Figure 1. Power grid.
Bar = 20 um. Pins as bars on the die edge. Tap cells in gray.
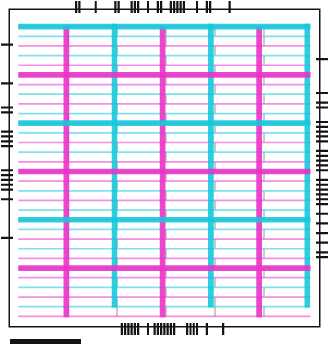
Figure 2. Placed cells, one color a class.
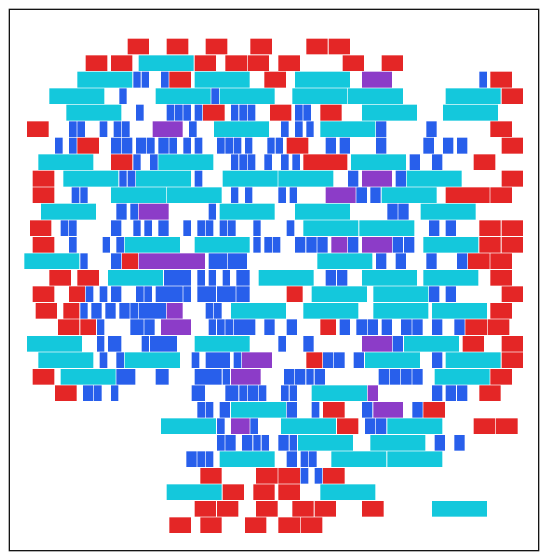
Figure 3. Clock distribution.
Bar = 20 um.
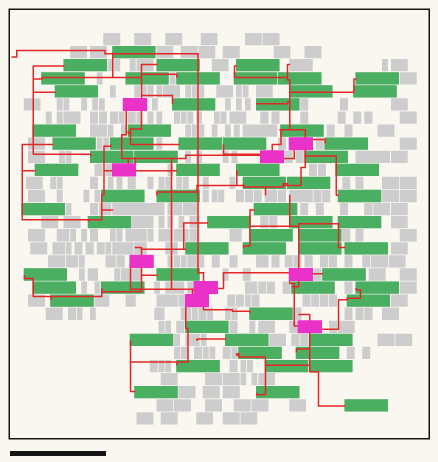
Figure 4. Wiring by layer.
Bar = 20 um. Only two layers are drawn.
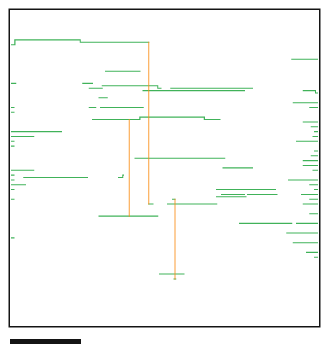
==> config.mk <==
export PLATFORM = sky130hd
export DESIGN_NAME = rn52_line_buf
export DESIGN_NICKNAME = d
export VERILOG_FILES = /design/src/rtl/rn52_cmd_model_line_buf.sv
export SDC_FILE = /design/constraint.sdc
export NUM_CORES = 1
export LEC_CHECK = 0
export ABC_AREA = 1
export CORE_AREA = 2 2 85 87
export DETAILED_ROUTE_END_ITERATION = 7
export DIE_AREA = 0 0 87 89
export GPL_ROUTABILITY_DRIVEN = 1
export MAX_ROUTING_LAYER = met4
export PLACE_DENSITY = 0.72
export SYNTH_ARGS = -nofsm -noshare
export SYNTH_HDL_FRONTEND = slang
export SYNTH_SLANG_ARGS = --single-unit
==> constraint.sdc <==
create_clock -name clk -period 2.2 [get_ports clk]
set_input_delay 0.44 -clock clk [delete_from_list [all_inputs] [get_ports clk]]
set_output_delay 0.44 -clock clk [all_outputs]
set_load 0.03 [all_outputs]
==> impl_metrics.json <==
{
  "outcome": "finished, final reports clean",
  "dieArea_mm2": 0.00774,
  "met3_length_um": 459,
  "edf_count": 0,
  "mostFrequentLayoutCell": "nand2_1",
  "power-per-cell-area_mw_per_mm2": 828,
  "postSynth.topFlopCell": "dfrtp_1",
  "syn-mean-instance-area_um2": 9.29,
  "finalNonFillerCells": 479,
  "floorplanUtilization_pct": 42.3,
  "bufAreaShareNonClock_pct": 22.4,
  "met2WireLength_um": 3480,
  "top_level_ports": 81,
  "std_cell_rows": 30,
  "synth_xor_xnor_area_share_pct": 0.308,
  "grt_pass1_vias": 2277,
  "post-synth-top-area-cell": "dfrtp_1",
  "hold_path_class": "in -> async",
  "drcViolationCount": 0,
  "hold_violations": 0,
  "pin_count_of_the_biggest_net_entering_global_routing": 30,
  "cts_hold_buf": 0,
  "register_area_mm2": 0.00173,
  "worst-endpoint-arrival_ns": 1.56,
  "drt-met1-wl_um": 3310,
  "cts.sinks": 69,
  "nNonClkBuffers": 89,
  "most_frequently_placed_logic_cells_in_the_final_layout": "nand2_1 (100), clkdlybuf4s50_1 (80), dfrtp_1 (69)",
  "yosys.area.top_type_share_pct": 60.8,
  "combAreaFraction_pct": 24.7,
  "cp.buffers_inverters": 1,
  "detailedPlace.worstSlack_ns": 0.282,
  "final_antenna_net_count": 0,
  "grt.met1_usage_pct": 28.5,
  "layout.area.top_class": "registers",
  "cts.path.max_buffers": 2,
  "grt_first_pass_wirelength_um": 11700,
  "simple_gate_area_share_pct": 25.0,
  "clk_share_pct": 5.28
}
Notes on Figure 1 above:
| net | color |
|---|---|
| VDD | cyan |
| VSS | magenta |
met5 straps: 6
rows: 30
tap cells: 80
signal pins: 81
DIE HEIGHT: 89 um
width of the chip: 87 um
area of the core: 0.00672 mm^2

Notes on Figure 2 above:
| class | color | cells |
|---|---|---|
| sequential cells | cyan | 69 |
| combinational and other logic | blue | 225 |
| clock drivers and dummy loads | purple | 16 |
| remaining buffers and delay cells | red | 89 |
core utilization of the finished layout: 59.3%
register share of the cell area: 43.4%

Notes on Figure 3 above:
[flip-flops] green | count: 69
[clock drivers] magenta | count: 9
[clock wires] red | length: 853 um
flops lie: spread over the die
routed clock nets: 10
Insertion Delay late pin: 0.34 ns
power in the clock group: 0.00107 W
final worst clock skew: 0.00919 ns
portion of total power attributed to the clock network: 32.4%

Notes on Figure 4 above:
| layer | color | wire length |
|---|---|---|
| metal 3 | green | 460 um |
| metal 4 | orange | 95.2 um |
total via count in the routed design: 2,452
Total GRT Usage: 20.7%
detailed-route wire length per cell: 15.3 um
Total Routed Length: 7340 um

Power is estimated from default activity; no workload was simulated.
